### The metal 4 layer, run 1

Bar = 20 µm.
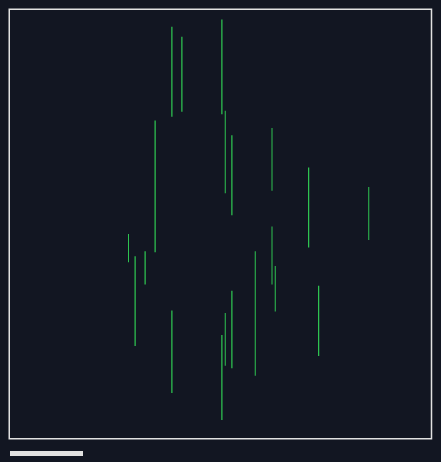
### Clock wiring as the flow saved it, run 1

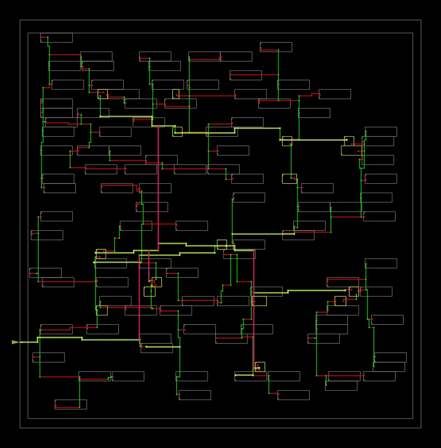
### Metal 1, run 1

Bar = 20 µm.
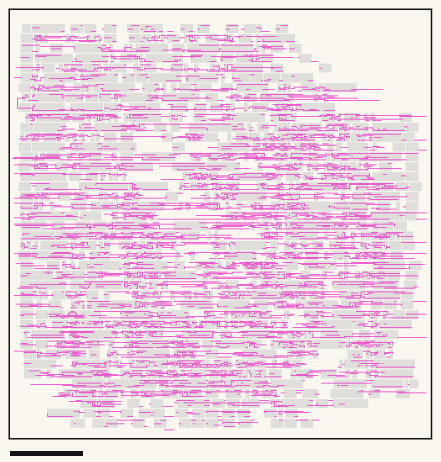
File: src/rtl/fetch_sequencer.sv
// Instruction fetch sequencer: owns the fetch PC, drives the imem handshake and
// delivers one instruction per accepted response. Optional macro FETCH_ALIGN_CHECK_EN.
module fetch_sequencer #(
    parameter logic [31:0] RESET_PC = 32'h0000_0000,
    parameter int unsigned PC_STEP  = 4,
    parameter int unsigned MAX_WAIT = 15
) (
    input  logic        clk,
    input  logic        reset,
    input  logic        stall,
    input  logic        br_abs_valid,
    input  logic [31:0] br_abs_addr,
    input  logic        br_rel_valid,
    input  logic [31:0] br_rel_offset,
    input  logic        halt_req,
    input  logic        resume,
    output logic        imem_req,
    output logic [31:0] imem_addr,
    input  logic        imem_ack,
    input  logic [31:0] imem_rdata,
    output logic        instr_valid,
    output logic [31:0] instr,
    output logic [31:0] pc,
    output logic        fault,
    output logic [2:0]  state
);

    // state | meaning
    // IDLE  | out of reset, fetch starts next edge
    // FETCH | request at fetch_pc held until ack
    // HOLD  | downstream stalled, no request
    // HALT  | debug halt, waits for resume
    // FAULT | timeout or misaligned redirect, left only by reset
    typedef enum logic [2:0] {
        ST_IDLE  = 3'd0,
        ST_FETCH = 3'd1,
        ST_HOLD  = 3'd2,
        ST_HALT  = 3'd3,
        ST_FAULT = 3'd4
    } state_t;

    localparam logic [7:0]  WAIT_LAST = 8'(MAX_WAIT - 1);
    localparam logic [31:0] STEP      = 32'(PC_STEP);

    state_t      state_q, state_d;
    logic [31:0] fetch_pc_q, fetch_pc_d;
    logic [31:0] pc_q, pc_d;
    logic [31:0] instr_q, instr_d;
    logic        iv_q, iv_d;
    logic        fault_q, fault_d;
    logic [7:0]  wait_q, wait_d;

    logic        redirect;
    logic [31:0] target_raw;
    logic [31:0] target;
    logic        misalign;
    logic        redirect_ok;
    logic        align_fault;
    logic        timeout;

    assign redirect   = br_abs_valid | br_rel_valid;
    assign target_raw = br_abs_valid ? br_abs_addr : (pc_q + br_rel_offset);

`ifdef FETCH_ALIGN_CHECK_EN
    assign target   = target_raw;
    assign misalign = (target_raw[1:0] != 2'b00);
`else
    assign target   = target_raw & ~32'h3;
    assign misalign = 1'b0;
`endif

    assign redirect_ok = redirect &&
                         (state_q == ST_FETCH || state_q == ST_HOLD || state_q == ST_HALT);
    assign align_fault = redirect_ok && misalign;
    // Fires on the MAX_WAIT-th consecutive unanswered request cycle.
    assign timeout     = (state_q == ST_FETCH) && !imem_ack && (wait_q == WAIT_LAST);

    always_comb begin
        state_d    = state_q;
        fetch_pc_d = fetch_pc_q;
        pc_d       = pc_q;
        instr_d    = instr_q;
        iv_d       = 1'b0;
        fault_d    = fault_q;
        wait_d     = 8'd0;

        case (state_q)
            ST_IDLE: begin
                state_d = halt_req ? ST_HALT : ST_FETCH;
            end
            ST_FETCH: begin
                if (timeout || align_fault) begin
                    state_d = ST_FAULT;
                    fault_d = 1'b1;
                end else begin
                    if (redirect) begin
                        fetch_pc_d = target;
                    end else if (imem_ack) begin
                        instr_d    = imem_rdata;
                        pc_d       = fetch_pc_q;
                        fetch_pc_d = fetch_pc_q + STEP;
                        iv_d       = 1'b1;
                    end
                    if (halt_req) begin
                        state_d = ST_HALT;
                    end else if (stall) begin
                        state_d = ST_HOLD;
                    end else if (!imem_ack && !redirect) begin
                        wait_d = wait_q + 8'd1;
                    end
                end
            end
            ST_HOLD: begin
                if (align_fault) begin
                    state_d = ST_FAULT;
                    fault_d = 1'b1;
                end else begin
                    if (redirect) fetch_pc_d = target;
                    if (halt_req)    state_d = ST_HALT;
                    else if (!stall) state_d = ST_FETCH;
                end
            end
            ST_HALT: begin
                if (align_fault) begin
                    state_d = ST_FAULT;
                    fault_d = 1'b1;
                end else begin
                    if (redirect) fetch_pc_d = target;
                    if (resume && !halt_req) state_d = ST_FETCH;
                end
            end
            ST_FAULT: begin
                fault_d = 1'b1;
            end
            default: begin
                state_d = ST_IDLE;
            end
        endcase
    end

    always_ff @(posedge clk or negedge reset) begin
        if (!reset) begin
            state_q    <= ST_IDLE;
            fetch_pc_q <= RESET_PC;
            pc_q       <= RESET_PC;
            instr_q    <= 32'h0;
            iv_q       <= 1'b0;
            fault_q    <= 1'b0;
            wait_q     <= 8'd0;
        end else begin
            state_q    <= state_d;
            fetch_pc_q <= fetch_pc_d;
            pc_q       <= pc_d;
            instr_q    <= instr_d;
            iv_q       <= iv_d;
            fault_q    <= fault_d;
            wait_q     <= wait_d;
        end
    end

    assign imem_req    = (state_q == ST_FETCH);
    assign imem_addr   = fetch_pc_q;
    assign instr_valid = iv_q;
    assign instr       = instr_q;
    assign pc          = pc_q;
    assign fault       = fault_q;
    assign state       = state_q;

endmodule

File: config.mk
export PLATFORM = sky130hd
export DESIGN_NAME = fetch_sequencer
export DESIGN_NICKNAME = d
export VERILOG_FILES = /design/src/rtl/fetch_sequencer.sv
export SDC_FILE = /design/constraint.sdc
export NUM_CORES = 1
export LEC_CHECK = 0
export CAP_MARGIN = 20
export CORE_AREA = 2 2 114 116
export CTS_BUF_LIST = sky130_fd_sc_hd__clkbuf_4
export DETAILED_ROUTE_END_ITERATION = 10
export DIE_AREA = 0 0 116 118
export GPL_TIMING_DRIVEN = 0
export PLACE_DENSITY = 0.87
export SETUP_SLACK_MARGIN = 0.2
export SLEW_MARGIN = 20
export SYNTH_ARGS = -nofsm -noshare
export SYNTH_HDL_FRONTEND = slang
export SYNTH_SLANG_ARGS = --single-unit
File: constraint.sdc
create_clock -name clk -period 5.9 [get_ports clk]
set_input_delay 0.885 -clock clk [delete_from_list [all_inputs] [get_ports clk]]
set_output_delay 0.885 -clock clk [all_outputs]
set_load 0.05 [all_outputs]
==> Slide: Implementation Results, run 1 <==
Physical Implementation Snapshot

Pwr
  – Fraction of power consumed by the clock network: 7.6%
  – Post-layout power: 5070 µW
  – Power density cells: just under 600 nW/µm²
  – Comb pwr: approximately 3300 µW
  – Cell internal power dissipation: 2290 µW
  – Leading power group: combinational cells
  – Sequential-cell power consumption: 1360 µW
  – Part of the total power dissipated in sequential elements: 26.8%
  – Max IR drop VDD: about 420 µV
  – Leakage power figure: 0.00387 µW
  – Combinational fraction of design power: 65.6%

Cells and area
  – Most used logic cell in the final layout: sky130_fd_sc_hd__nand2_1
  – Layout overhead on the synthesized area: 37.2%
  – Final instance area: 8720 µm²
  – FFs & Latches: about 110
  – Relative area of clock buffers and inverters in the final design: under 10%
  – Final core occ: 70.2%
  – Most frequently placed logic cells in the final layout: 225 x sky130_fd_sc_hd__nand2_1, 196 x sky130_fd_sc_hd__clkdlybuf4s50_1, 105 x sky130_fd_sc_hd__dfrtp_1, 61 x sky130_fd_sc_hd__a21oi_1, 59 x sky130_fd_sc_hd__nor2_1
  – Number of multi-input logic gates: 619
  – Count of inverters other than clock inverters in the layout: 15
  – Logic area: 3520 µm²
  – Biggest Area Class: multi-input combinational cells
  – Filler Cells Inserted: 1034
  – Nets: ~1100

Critical path
  – Cell with the largest stage delay on the worst path: sky130_fd_sc_hd__a2111o_1
  – Buf+Inv Stages, Crit Path: 1
  – Crit path arrival time: 3.82 ns
  – Family of cells with the greatest summed delay on the critical path: AND-OR/OR-AND gates
  – Worst R2R Path Depth: 9
  – Worst-path maximum fanout: 5
  – Critical-path cell list: clkdlybuf4s50_1, ha_1, a21oi_1, o21ai_1, a221oi_4, a311oi_4, a2111o_1, o221ai_2, xor2_1, a211oi_1
  – FF-to-FF Start: wait_q[0]
  – Critical Path Source: br_rel_offset[9]
  – WP data required: 6.34 ns
  – Worst path max stage delay: 0.54 ns
  – Setup slack, reg-to-reg: ~2.9 ns
  – Worst Path Class, Setup: in2reg
  – Critical Path End Type: register
  – Reg-to-reg endpoint: imem_addr[28]

Drt
  – Highest metal layer used by the detailed router: met4
  – Post-Route M1 WL: 8150 µm
  – First-pass detailed-route iteration total: 6
  – Routed Antenna Nets: 0
  – Routed length per placed instance: 17.0 µm
  – Detail Route met2 WL: 9400 µm
  – Post-detailed-route via-to-cell ratio: 5.67

Floorplanning
  – Starting density of the core: 51.2%
  – Io pins: between 200 and 250
  – Number of tap instances: 172
  – Die height: about 120 µm

Synth
  – Netlist area before placement: 6350 µm²
  – Mean instance size in the synthesized netlist: 8.21 µm²
  – Synth cell count leaders: 225 x sky130_fd_sc_hd__nand2_1, 105 x sky130_fd_sc_hd__dfrtp_1, 61 x sky130_fd_sc_hd__a21oi_1
  – XOR Share, Synth: 3.45%
  – Yosys aoi share: 20.3%
  – Proportion of synthesized flip-flops having asynchronous set or reset: 100%
  – Synth unique cells: 72
  – Fraction of the yosys area taken by sequential cells: 41.4%
  – Yosys top cell by instances: sky130_fd_sc_hd__nand2_1
  – Area figure in the yosys stat output: approximately 6400 µm²
  – Ys Warns: 0
  – Arithmetic-cell share of the synthesized area counting full adders, half adders and majority gates: ~6.3%
  – Yosys Instances: 774
  – Syn Inst Count: about 770
  – Main flop type: sky130_fd_sc_hd__dfrtp_1
  – Multiplexer area fraction after synthesis: 0.670%

Placed design
  – Setup slack after placement: 2.01 ns
  – DP Cell Count: 1147
  – Instance area at placement: about 8600 µm²

Min path
  – Worst min path class: in2async

Global routing
  – Global route overflow: 0
  – Grt peak-use layer: met2
  – GR met3 Demand/Resource: between 8 and 9%
  – Number of global-route vias before repair: 6372
  – Global routing usage on met2: 47.2%
  – All-layer global routing usage: between 20% and 30%

CTS
  – Number of post-CTS setup repair buffers: 0
  – Hold bufs inserted after CTS: 0
  – Clock transition at the registers of the reported paths: 0.19 ns
  – Root buf cell: sky130_fd_sc_hd__clkbuf_4
  – TritonCTS clock tree: done

Timing
  – Highest achievable clock rate: between 0.2 and 0.3 GHz
  – Final tally of max-slew violations: 0
  – Final worst hold slack: 0.243 ns
  – Final Hold Fails: 0
  – Setup WS post-layout: 2.52 ns

Flow run
  – Max-capacitance violation count: 0

Outcome
  – Outcome: complete, no violations
## Picture notes: 'The metal 4 layer'
- main direction: vertical
- longest straight run: 36.0 µm
- share of all routed wire: 2.1%
- wire length on this layer: 407 µm
- nets with wire on the layer: 18

## Picture notes: 'Clock wiring as the flow saved it'
skew final: 0.0280 ns
number of buffers created by CTS: 9
clock latency reported for the late side of the worst-skew pair: 0.51 ns
Clk power: 386 µW

## Picture notes: 'Metal 1'
- wire length on this layer: 8150 µm
- nets with wire on the layer: 999
- share of all routed wire: 41%
- longest straight run: 54.7 µm
global routing usage on met1: 37.9%
aggregate routed wire length: 19800 µm
Vias: 6590

### Signal wires on met2, run 1

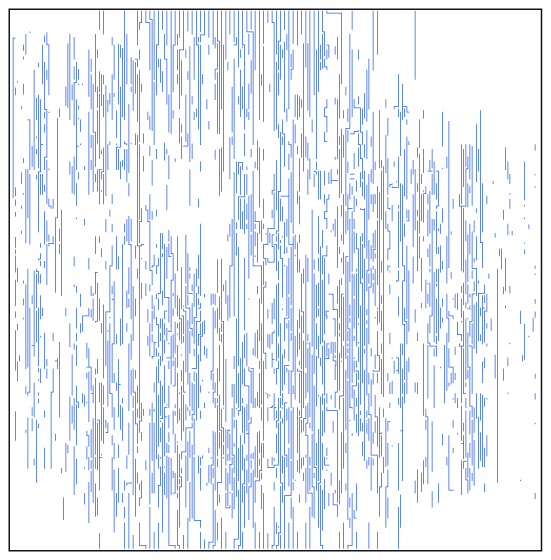

==> inputs of run 2 (changes only) <==
--- a/config.mk
+++ b/config.mk
@@ -6,12 +6,12 @@
 export NUM_CORES = 1
 export LEC_CHECK = 0
 export CAP_MARGIN = 20
-export CORE_AREA = 2 2 114 116
+export CORE_AREA = 2 2 119 121
 export CTS_BUF_LIST = sky130_fd_sc_hd__clkbuf_4
 export DETAILED_ROUTE_END_ITERATION = 10
-export DIE_AREA = 0 0 116 118
+export DIE_AREA = 0 0 121 123
 export GPL_TIMING_DRIVEN = 0
-export PLACE_DENSITY = 0.87
+export PLACE_DENSITY = 0.81
 export SETUP_SLACK_MARGIN = 0.2
 export SLEW_MARGIN = 20
 export SYNTH_ARGS = -nofsm -noshare
==> constraint.sdc (replaced) <==
create_clock -name clk -period 3.3 [get_ports clk]
set_input_delay 0.495 -clock clk [delete_from_list [all_inputs] [get_ports clk]]
set_output_delay 0.495 -clock clk [all_outputs]
set_load 0.05 [all_outputs]
### Signal wires on met2, run 2

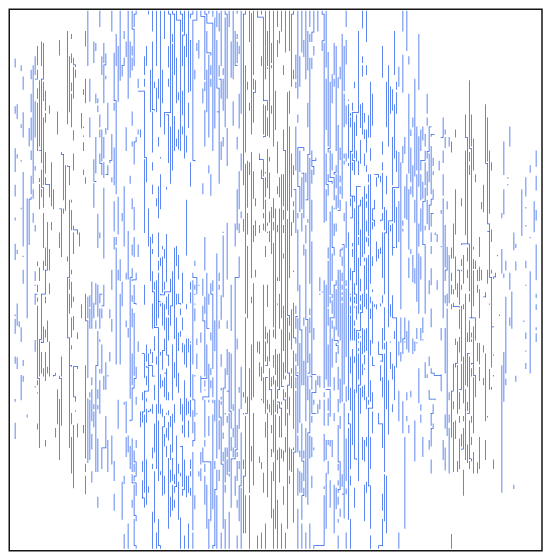
- main direction: vertical
- wire length on this layer: 9410 µm
- share of all routed wire: 47%
global routing usage on met2: 44.1%
Vias: 6497
aggregate routed wire length: 20000 µm

### The metal 3 layer, run 2

Bar = 20 µm.
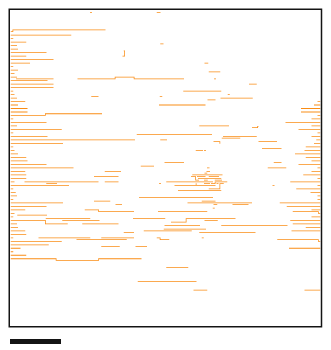
- share of all routed wire: 8.4%
- nets with wire on the layer: 165
- longest straight run: 48.1 µm
- main direction: horizontal

### Clock wiring as the flow saved it, run 2

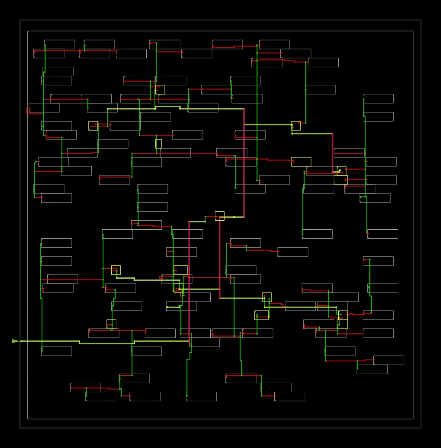
number of sinks handled by clock tree synthesis: 105
clock latency reported for the late side of the worst-skew pair: 0.52 ns
Clk power: 694 µW
skew final: 0.0241 ns
number of clock-tree buffers in the layout: 9

==> run 2 against run 1 <==
Against the previous run: non-clock buffer count increased by 4; first-iteration DRC count decreased by 18%; die size increased by 8.7%; critical path depth down 1; routed wire length grew 1.1%; final area increased by 0.83%; final cell count is 1.0% higher; setup slack worse by 2.2 ns; register-to-register slack worse by 2.5 ns; synthesized cell count did not move; worst hold slack improved by 0.22 ns; sequential power increased by 79%; critical path type is now reg2reg.
==> Slide: Implementation Results, run 2 <==
Physical Implementation Snapshot

Pwr
  – Combinational fraction of design power: 65.7%
  – Fraction of power consumed by the clock network: 7.6%
  – Max IR drop VDD: 639 µV
  – Post-layout power: 9120 µW
  – Comb pwr: between 5000 and 6000 µW
  – Leakage power figure: 0.00390 µW
  – Leading power group: combinational cells
  – Part of the total power dissipated in sequential elements: between 20% and 30%
  – Power density cells: 1040 nW/µm²
  – Cell internal power dissipation: slightly above 4000 µW
  – Sequential-cell power consumption: 2430 µW

Critical path
  – Buf+Inv Stages, Crit Path: 0
  – Setup slack, reg-to-reg: 0.34 ns
  – Family of cells with the greatest summed delay on the critical path: AND-OR/OR-AND gates
  – Critical-path cell list: ha_1, and2_4, and4_4, a221oi_4, a311oi_4, a2111o_1, a211oi_2, xor2_1, a211oi_1
  – WP data required: 3.72 ns
  – Worst R2R Path Depth: 9
  – Worst Path Class, Setup: reg2reg
  – Worst-path maximum fanout: 5
  – Reg-to-reg endpoint: imem_addr[29]
  – FF-to-FF Start: pc[11]
  – Critical Path Source: pc[11]
  – Element type at the critical path start: register
  – Cell with the largest stage delay on the worst path: sky130_fd_sc_hd__a2111o_1
  – Worst path max stage delay: 0.51 ns
  – Critical Path Stages: 9
  – Critical Path End Type: register
  – Crit path arrival time: 3.38 ns

Timing
  – Highest achievable clock rate: 0.338 GHz
  – Setup WS post-layout: 0.342 ns
  – Final Hold Fails: 0
  – Final tally of max-slew violations: 0
  – Transition time of the tightest slew-check pin: 0.795 ns
  – Final worst hold slack: 0.461 ns
  – Count of final setup violators: 0

Cells and area
  – Final instance area: 8790 µm²
  – Relative area of clock buffers and inverters in the final design: between 1.5 and 2%
  – Count of inverters other than clock inverters in the layout: 15
  – FFs & Latches: 105
  – Non-filler cells, final: 1175
  – Number of multi-input logic gates: 619
  – Register area: ~2600 µm²
  – Filler Cells Inserted: ~1200
  – Most frequently placed logic cells in the final layout: 225 x sky130_fd_sc_hd__nand2_1, 196 x sky130_fd_sc_hd__clkdlybuf4s50_1, 105 x sky130_fd_sc_hd__dfrtp_1, 61 x sky130_fd_sc_hd__a21oi_1, 59 x sky130_fd_sc_hd__nor2_1
  – Final core occ: 64.6%
  – Biggest Area Class: multi-input combinational cells
  – Logic area: 3550 µm²
  – Nets: 1126
  – Layout overhead on the synthesized area: 38.4%
  – Number of flip-flops in the largest register: 32
  – Non-clock buffer area fraction after layout: 25.0%
  – Most used logic cell in the final layout: sky130_fd_sc_hd__nand2_1

CTS
  – Clock transition at the registers of the reported paths: 0.19 ns
  – Number of post-CTS setup repair buffers: 0
  – TritonCTS clock tree: done
  – Hold bufs inserted after CTS: 1
  – Clock Tree Buf Depth: 2
  – Number of buffers created by CTS: 9
  – Root buf cell: sky130_fd_sc_hd__clkbuf_4

Global routing
  – Grt peak-use layer: met2
  – GR met3 Demand/Resource: 7.66%
  – All-layer global routing usage: between 20% and 30%
  – Global-route wire length before repair: 31400 µm
  – Global route overflow: 0
  – Number of global-route vias before repair: 6285
  – Global routing usage on met1: 34.6%

Synth
  – Syn Inst Count: 774
  – Proportion of synthesized flip-flops having asynchronous set or reset: 100%
  – Ys Warns: 0
  – Mean instance size in the synthesized netlist: 8.21 µm²
  – Netlist area before placement: ~6400 µm²
  – Yosys top cell by instances: sky130_fd_sc_hd__nand2_1
  – Main logic family after synthesis: simple AND/OR/NAND/NOR gates
  – Arithmetic-cell share of the synthesized area counting full adders, half adders and majority gates: 6.30%
  – Yosys Instances: 774
  – Area figure in the yosys stat output: about 6400 µm²
  – Main flop type: sky130_fd_sc_hd__dfrtp_1
  – Fraction of the yosys area taken by sequential cells: 41.4%
  – XOR Share, Synth: 3.45%
  – Multiplexer area fraction after synthesis: 0.670%
  – Synth unique cells: around 72
  – Synth cell count leaders: 225 x sky130_fd_sc_hd__nand2_1, 105 x sky130_fd_sc_hd__dfrtp_1, 61 x sky130_fd_sc_hd__a21oi_1
  – Yosys aoi share: 20.3%
  – Simple-gate share of the synthesized area: 24.5%

Min path
  – Worst min path class: in2async

Drt
  – Post-detailed-route via-to-cell ratio: 5.53
  – Detail Route met2 WL: between 9000 and 10000 µm
  – Routed Antenna Nets: 0
  – First-pass detailed-route iteration total: 5
  – Violation count after the first detailed-route iteration: ~460
  – Highest metal layer used by the detailed router: met4
  – Routed length per placed instance: 17.0 µm
  – Post-Route M1 WL: 8510 µm

Floorplanning
  – Number of tap instances: roughly 180
  – Die height: between 100 and 150 µm
  – Width of the die: 121 µm
  – Starting density of the core: between 40% and 50%
  – Io pins: 206

Placed design
  – DP Cell Count: 1155
  – Setup slack after placement: -0.209 ns
  – Gpl congestion: between 0.9 and 1
  – Instance area at placement: 8590 µm²

Flow run
  – Max-capacitance violation count: 0

Outcome
  – Outcome: complete, no violations
==> inputs of run 3 (changes only) <==
--- a/config.mk
+++ b/config.mk
@@ -5,7 +5,6 @@
 export SDC_FILE = /design/constraint.sdc
 export NUM_CORES = 1
 export LEC_CHECK = 0
-export CAP_MARGIN = 20
 export CORE_AREA = 2 2 119 121
 export CTS_BUF_LIST = sky130_fd_sc_hd__clkbuf_4
 export DETAILED_ROUTE_END_ITERATION = 10
### Signal wires on met2, run 3

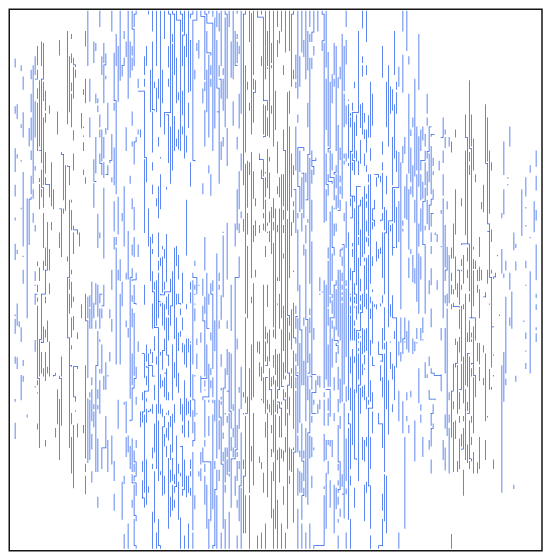
- nets with wire on the layer: 927
- wire length on this layer: 9410 µm

### The metal 3 layer, run 3

Bar = 20 µm.
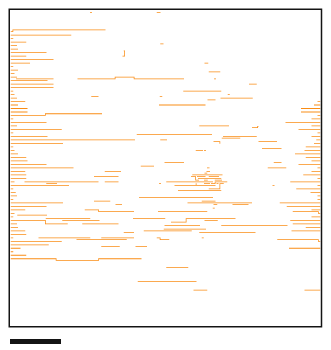
- nets with wire on the layer: 165
- longest straight run: 48.1 µm
- main direction: horizontal
- wire length on this layer: 1670 µm
GR met3 Demand/Resource: 7.66%

### The metal 4 layer, run 3

Bar = 20 µm.
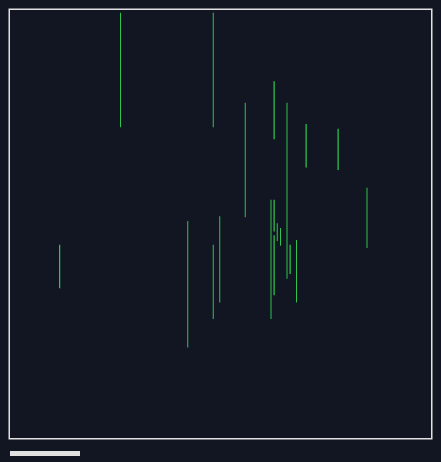
- share of all routed wire: 2.0%
- nets with wire on the layer: 17

==> run 3 against run 2 <==
Against the previous run: clock power is essentially flat; highest routed layer unchanged; register-to-register slack is essentially flat; power is the same.
==> Slide: Implementation Results, run 3 <==
Physical Implementation Snapshot

Global routing
  – Global routing usage on met2: 44.1%
  – Number of global-route vias before repair: ~6300
  – All-layer global routing usage: 26.9%
  – Global routing usage on met1: 34.6%

Cells and area
  – Filler Cells Inserted: approximately 1200
  – Nets: 1126
  – Number of flip-flops in the largest register: 32
  – Layout overhead on the synthesized area: 38.4%
  – Register area: 2630 µm²
  – Non-clock buffer area fraction after layout: between 20% and 30%
  – Final core occ: ~65%
  – Most frequently placed logic cells in the final layout: 225 x sky130_fd_sc_hd__nand2_1, 196 x sky130_fd_sc_hd__clkdlybuf4s50_1, 105 x sky130_fd_sc_hd__dfrtp_1, 61 x sky130_fd_sc_hd__a21oi_1, 59 x sky130_fd_sc_hd__nor2_1
  – Non-filler cells, final: 1175
  – Number of multi-input logic gates: 619
  – Number of clock-tree buffers in the layout: 9
  – Relative area of clock buffers and inverters in the final design: 1.58%

Synth
  – Multiplexer area fraction after synthesis: 0.670%
  – Yosys aoi share: 20.3%
  – Proportion of synthesized flip-flops having asynchronous set or reset: 100%
  – Main logic family after synthesis: simple AND/OR/NAND/NOR gates
  – Ys Warns: 0
  – Simple-gate share of the synthesized area: 24.5%
  – Arithmetic-cell share of the synthesized area counting full adders, half adders and majority gates: ~6.3%
  – Main flop type: sky130_fd_sc_hd__dfrtp_1
  – Area figure in the yosys stat output: 6350 µm²
  – XOR Share, Synth: 3.45%
  – Yosys Instances: just under 800
  – Syn Inst Count: 774

CTS
  – Clock transition at the registers of the reported paths: 0.19 ns
  – Hold bufs inserted after CTS: 1
  – Number of sinks handled by clock tree synthesis: 105
  – Clock Tree Buf Depth: 2
  – Root buf cell: sky130_fd_sc_hd__clkbuf_4
  – Clock latency reported for the late side of the worst-skew pair: about 0.52 ns

Drt
  – Highest metal layer used by the detailed router: met4
  – Detail Route met2 WL: roughly 9400 µm
  – Violation count after the first detailed-route iteration: 455
  – Post-Route M1 WL: 8510 µm
  – Vias: 6497

Pwr
  – Post-layout power: 9120 µW
  – Leading power group: combinational cells
  – Max IR drop VDD: between 600 and 700 µV
  – Leakage power figure: around 0.004 µW
  – Comb pwr: about 6000 µW

Placed design
  – Setup slack after placement: -0.209 ns
  – Gpl congestion: approximately 0.91
  – Instance area at placement: 8590 µm²

Timing
  – Final Hold Fails: 0
  – Setup WS post-layout: 0.342 ns
  – Skew final: 0.0241 ns
  – Final tally of max-slew violations: 0
  – Highest achievable clock rate: ~0.34 GHz
  – Transition time of the tightest slew-check pin: 0.795 ns

Critical path
  – Cell with the largest stage delay on the worst path: sky130_fd_sc_hd__a2111o_1
  – FF-to-FF Start: pc[11]
  – Critical-path cell list: ha_1, and2_4, and4_4, a221oi_4, a311oi_4, a2111o_1, a211oi_2, xor2_1, a211oi_1
  – Worst-path maximum fanout: 5
  – Setup slack, reg-to-reg: 0.34 ns
  – Worst Path Class, Setup: reg2reg
  – Reg-to-reg endpoint: imem_addr[29]
  – Element type at the critical path start: register

Min path
  – Worst min path class: in2async

Floorplanning
  – Die height: roughly 120 µm
  – Width of the die: 121 µm
  – Number of tap instances: 180

Outcome
  – Outcome: complete, no violations
Power is estimated from default activity; no workload was simulated.
